Figure 1. Clock nets.
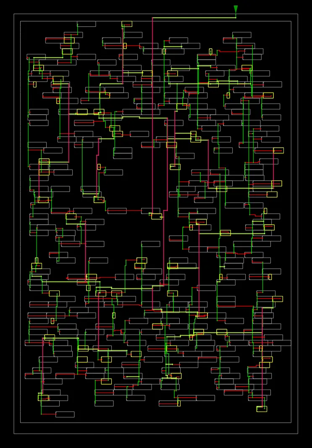
Figure 2. Logic cells by family.
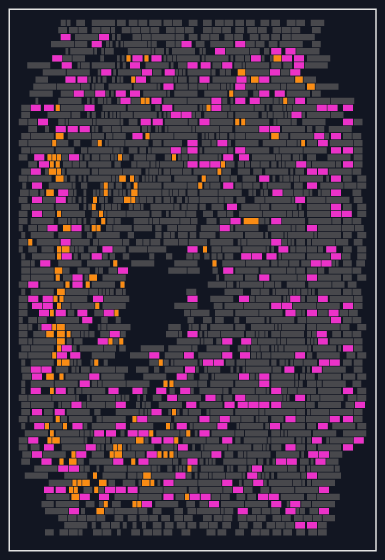
Figure 3. Signal wires by layer.
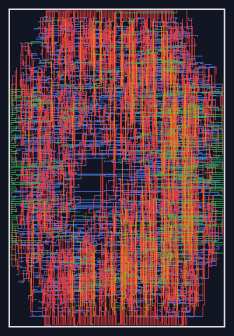
Figure 4. Routed clock nets over the placement.
Bar = 50 µm.
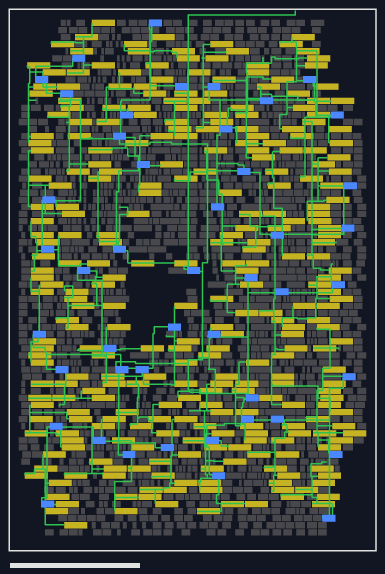
--- src/rtl/pim_result_serializer.sv ---
// rtl/pim_result_serializer.sv - drains a captured wide PIM result as MSB-first words under valid/ready.
// Optional PIM_RESULT_SER_CLEAR_ON_READ_EN zeroes each drained slice and the whole buffer on clear.
module pim_result_serializer #(
  parameter int NUM_WORDS = 9,
  parameter int WORD_W    = 32
) (
  input  logic                        i_clk,
  input  logic                        i_rst_n,
  input  logic                        i_load,
  input  logic [NUM_WORDS*WORD_W-1:0] i_data,
  input  logic                        i_clear,
  output logic                        o_load_ready,
  output logic                        o_valid,
  input  logic                        i_ready,
  output logic [WORD_W-1:0]           o_data,
  output logic                        o_last,
  output logic [7:0]                  o_word_idx,
  output logic                        o_busy
);

  localparam int TOTAL_W = NUM_WORDS * WORD_W;
  localparam logic [7:0] LAST_IDX = 8'(NUM_WORDS - 1);

  typedef enum logic {S_IDLE, S_DRAIN} state_t;

  state_t             state, state_nxt;
  logic [7:0]         idx, idx_nxt;
  logic [TOTAL_W-1:0] result_buf, buf_nxt;
  logic [WORD_W-1:0]  cur_word;
  logic               draining;

  assign draining = (state == S_DRAIN);

  // Word 0 is the top slice, matching the MSB-first packing of the input path.
  always_comb begin
    cur_word = '0;
    for (int w = 0; w < NUM_WORDS; w++) begin
      if (idx == 8'(w)) cur_word = result_buf[(NUM_WORDS-w)*WORD_W-1 -: WORD_W];
    end
  end

  always_comb begin
    state_nxt = state;
    idx_nxt   = idx;
    buf_nxt   = result_buf;
    if (i_clear) begin
      state_nxt = S_IDLE;
      idx_nxt   = '0;
`ifdef PIM_RESULT_SER_CLEAR_ON_READ_EN
      buf_nxt   = '0;
`endif
    end else begin
      case (state)
        S_IDLE: begin
          if (i_load) begin
            buf_nxt   = i_data;
            idx_nxt   = '0;
            state_nxt = S_DRAIN;
          end
        end
        S_DRAIN: begin
          if (i_ready) begin
            if (idx == LAST_IDX) begin
              state_nxt = S_IDLE;
              idx_nxt   = '0;
            end else begin
              idx_nxt = idx + 8'd1;
            end
`ifdef PIM_RESULT_SER_CLEAR_ON_READ_EN
            for (int w = 0; w < NUM_WORDS; w++) begin
              if (idx == 8'(w)) buf_nxt[(NUM_WORDS-w)*WORD_W-1 -: WORD_W] = '0;
            end
`endif
          end
        end
        default: state_nxt = S_IDLE;
      endcase
    end
  end

  always_ff @(posedge i_clk or negedge i_rst_n) begin
    if (!i_rst_n) begin
      state      <= S_IDLE;
      idx        <= '0;
      result_buf <= '0;
    end else begin
      state      <= state_nxt;
      idx        <= idx_nxt;
      result_buf <= buf_nxt;
    end
  end

  // All outputs decode registered state only; i_ready never reaches them.
  assign o_valid      = draining;
  assign o_data       = draining ? cur_word : '0;
  assign o_last       = draining && (idx == LAST_IDX);
  assign o_word_idx   = draining ? idx : 8'd0;
  assign o_busy       = draining;
  assign o_load_ready = !draining;

endmodule

--- config.mk ---
export PLATFORM = sky130hd
export DESIGN_NAME = pim_result_serializer
export DESIGN_NICKNAME = d
export VERILOG_FILES = /design/src/rtl/pim_result_serializer.sv
export SDC_FILE = /design/constraint.sdc
export NUM_CORES = 1
export LEC_CHECK = 0
export ABC_AREA = 1
export CAP_MARGIN = 20
export CORE_ASPECT_RATIO = 1.5
export CORE_MARGIN = 3
export CORE_UTILIZATION = 52
export CTS_BUF_LIST = sky130_fd_sc_hd__clkbuf_8
export DETAILED_ROUTE_END_ITERATION = 6
export HOLD_SLACK_MARGIN = 0.1
export PLACE_DENSITY = 0.81
export REMOVE_ABC_BUFFERS = 1
export SLEW_MARGIN = 5
export SYNTH_ARGS = -nofsm -noshare
export SYNTH_HDL_FRONTEND = slang
export SYNTH_SLANG_ARGS = --single-unit
--- constraint.sdc ---
create_clock -name i_clk -period 2.4 [get_ports i_clk]
set_clock_uncertainty 0.1 [all_clocks]
set_input_delay 0.24 -clock i_clk [delete_from_list [all_inputs] [get_ports i_clk]]
set_output_delay 0.24 -clock i_clk [all_outputs]
set_load 0.005 [all_outputs]
==> out/qor.txt <==
Outcome: finished with violations
Failing checks: negative setup slack
WP depth: 15
Layout cells sized above 1: 43.3%
Clock Tree Buf Depth: 3
Post-route setup TNS: -17.89 ns
DRC Markers: 0
Initial drt markers: 993
Port buffer count: 336
Max cap viols: 0
Synth Seq Share: 52.7%
Tool warnings: 30
Post-synth top area share: 52.7%
Drt first pass iters: 5
WP buf/inv: 4
Hold path startpoint: i_data[188]
Setup violations, final: 32
Post-synth EDFFs: 0
Root buf cell: clkbuf_8
Reg2reg start: idx[0]
Mapped Area: 14,100 µm²
Final Worst Setup Slack: -0.672 ns
Most used DFF post-synth: dfrtp_1
Hold crit path type: in2reg
Distinct lib cells used: 30
Largest area contributor in the netlist: dfrtp_1
Post-layout period usage: 128%
Final #Nets: 2,105
Hold Slack: 0.161 ns
R2r endpoint: idx[2]
DR vias/cell: 5.90
Clock Sinks: 297
Critical path class: reg2out
Crit-path cells: nor2_2, nand2_4, buf_6, nor2_4, buf_12, buf_16, nand2_2, nand3_2, nand2_2, nand3_2, nand2_1, nand2_2, nand2_2, a21oi_2, buf_2
Hold Path Sink: result_buf[188]
RSZ-0062 raised after global routing: true
Max-slew violation count: 0
Die footprint: 29,200 µm²
Least-Margin Pin Slew: 0.494 ns
Pwr Density: 665 nW/µm²
Overall power: 14,100 µW
Routed Antenna Nets: 0
Placed cell count: 2,027
Top cells by area: dfrtp_1 53%, mux2_2 23%, nand2_1 7.2%, a21oi_1 3.4%, nor2_1 3.1%
Final core utilization: 80.0%
Highest clock rate: 325 MHz
Placed Instance Area: 18,500 µm²
Slew margin rel.: 67.1%
Worst r2r path cells: 12
Startpoint Class: flop
Vias in the first global route: 13,600
Hold Path Stages: 2
TritonCTS buffer count: 46
YS chip area: 14,100 µm²
IO Count: 337
P&R area growth vs syn: 50.9%
Synth async-reset ratio: 100%
CTS tree: done
Top cells by count: 297 x dfrtp_1, 287 x mux2_2, 269 x nand2_1
Post-place setup slack: -0.372 ns
Fillers: 1,443
Largest fanout on the critical path: 7
# Cells Yosys: 1,359
Crit end category: output port
Row count: 73
RD Place Congestion: 0.922
Top delay family on crit path: simple AND/OR/NAND/NOR gates
Wire length of the first global-routing pass: 74,900 µm
Tmin final: 3.07 ns
Die X: 140 µm
Count leader, synth: dfrtp_1
Syn avg cell area: 10.4 µm²
Synth warn: 0
Area of the core: 26,600 µm²
R2R Setup Slk: 0.29 ns
CTS H-tree depth: 2
Largest net degree at the start of global routing: 64
Most instantiated logic cells after routing: 301 x clkdlybuf4s50_1, 296 x dfrtp_1, 287 x mux2_2
Post-route cell area: 21,300 µm²
Most frequent CP cell: nand2_2
Ys flops: 297
Crit-path max cell delay: 0.40 ns
Clk slew on worst S/H paths: 0.07 ns
Final hold vios: 0
Die Span Y: 208 µm
CP arrival: 2.73 ns
Lkg Pwr: 0.00956 µW
FP Util: 53.0%
GRT Residual Overflow: 0
Initial antenna violation count: 11
CP required: 2.06 ns
Dpl hpwl: 30,400 µm
Crit-path slowest cell: dfrtp_1
Gate count of the mapped netlist: 1,359
Peak VDD IR: 0.533 mV
Notes on Figure 1 above:
clkbuf count: 58
clk pwr: 4160 µW

Notes on Figure 2 above:
[aoi and oai cells] orange | cells: 135
[mux cells] magenta | cells: 287 | where: spread over the die
dominant logic cell type in the layout: clkdlybuf4s50_1
logic share of the area: 33.6%
fin cells: 2,185

Notes on Figure 3 above:
[M4] orange | wire length: 4,600 µm
[M1] blue | wire length: 17,600 µm
[M3] green | wire length: 3,970 µm
[M2] red | wire length: 26.3 mm
Tot GR Track Use: 32.8%
drt wl/cell: 24.0 µm
final WL: 52,400 µm
vias: 12,900

Notes on Figure 4 above:
[clock wires] green | length: 4,010 µm
[flip-flops] yellow | count: 297
[clock-net drivers] blue | count: 46
routed clock nets: 47
flops lie: spread over the die
Clk pwr share: 29.4%
Latency at later pin: 0.57 ns

-- how the worst max path moves through the flow --
stage | start | endpoint
after global routing | idx[6] | o_data[10]
after floorplan | o_busy | result_buf[0]
final | idx[6] | o_data[28]
after global placement | idx[6] | o_data[24]
after detailed placement | idx[6] | o_data[24]
after CTS | idx[4] | o_data[20]
-- what timing repair did --
action,4_1_cts,5_1_grt
endpoints found under the setup margin,41,34
resized,336,132
buffers inserted,46,9
pin swaps,79,85
hold buffers,3,0
gates cloned,14,5
hold endpoints to repair,297,0
-- power breakdown --
part | leakage, µW | internal [µW] | switching [µW]
logic | 0.00553 | 1850 | 1520
registers | 0.00352 | 5960 | 650
clock network | 0.000512 | 2150 | 2020
-- routing by layer --
layer / GRT usage, % / vias to the layer above / wire [µm]
met2: 54.8 / 842 / 26300
met3: 5.69 / 304 / 3970
met4: 23.3 / 0 / 4600
li1: - / 5510 / -
met5: 0 / - / 0
met1: 37.9 / 6240 / 17600
-- cell families (layout without fill, tap and decap cells) --
group           count (synthesis)  count (layout)  synth area share [%]
mux                           287             287                  22.9
simple gates                  519             519                  15.5
buf+inv                       116             594                  3.60
xor+xnor                        1               1                0.0622
flops                         297             297                  52.7
fa+ha+maj                       4               4                 0.355
compound gates                135             135                  4.85
other cells                     0              11                     0
-- state kept, by name, summed over array words and instances (netlist names) --
signal,count
idx,8
o_busy,1
result_buf,288
-- layout make-up --
class	instances	area, µm²	area share (%)
diodes	11	27.5	0.129
clock buffers	58	798	3.75
clock inverters	19	76.3	0.359
inverters	29	139	0.653
multi-input cells	946	7140	33.6
flip-flops and latches	297	7430	35.0
well taps	337	422	1.98
repair buffers	488	5230	24.6
Power figures rest on the tool's default switching activity, not on a simulated workload.
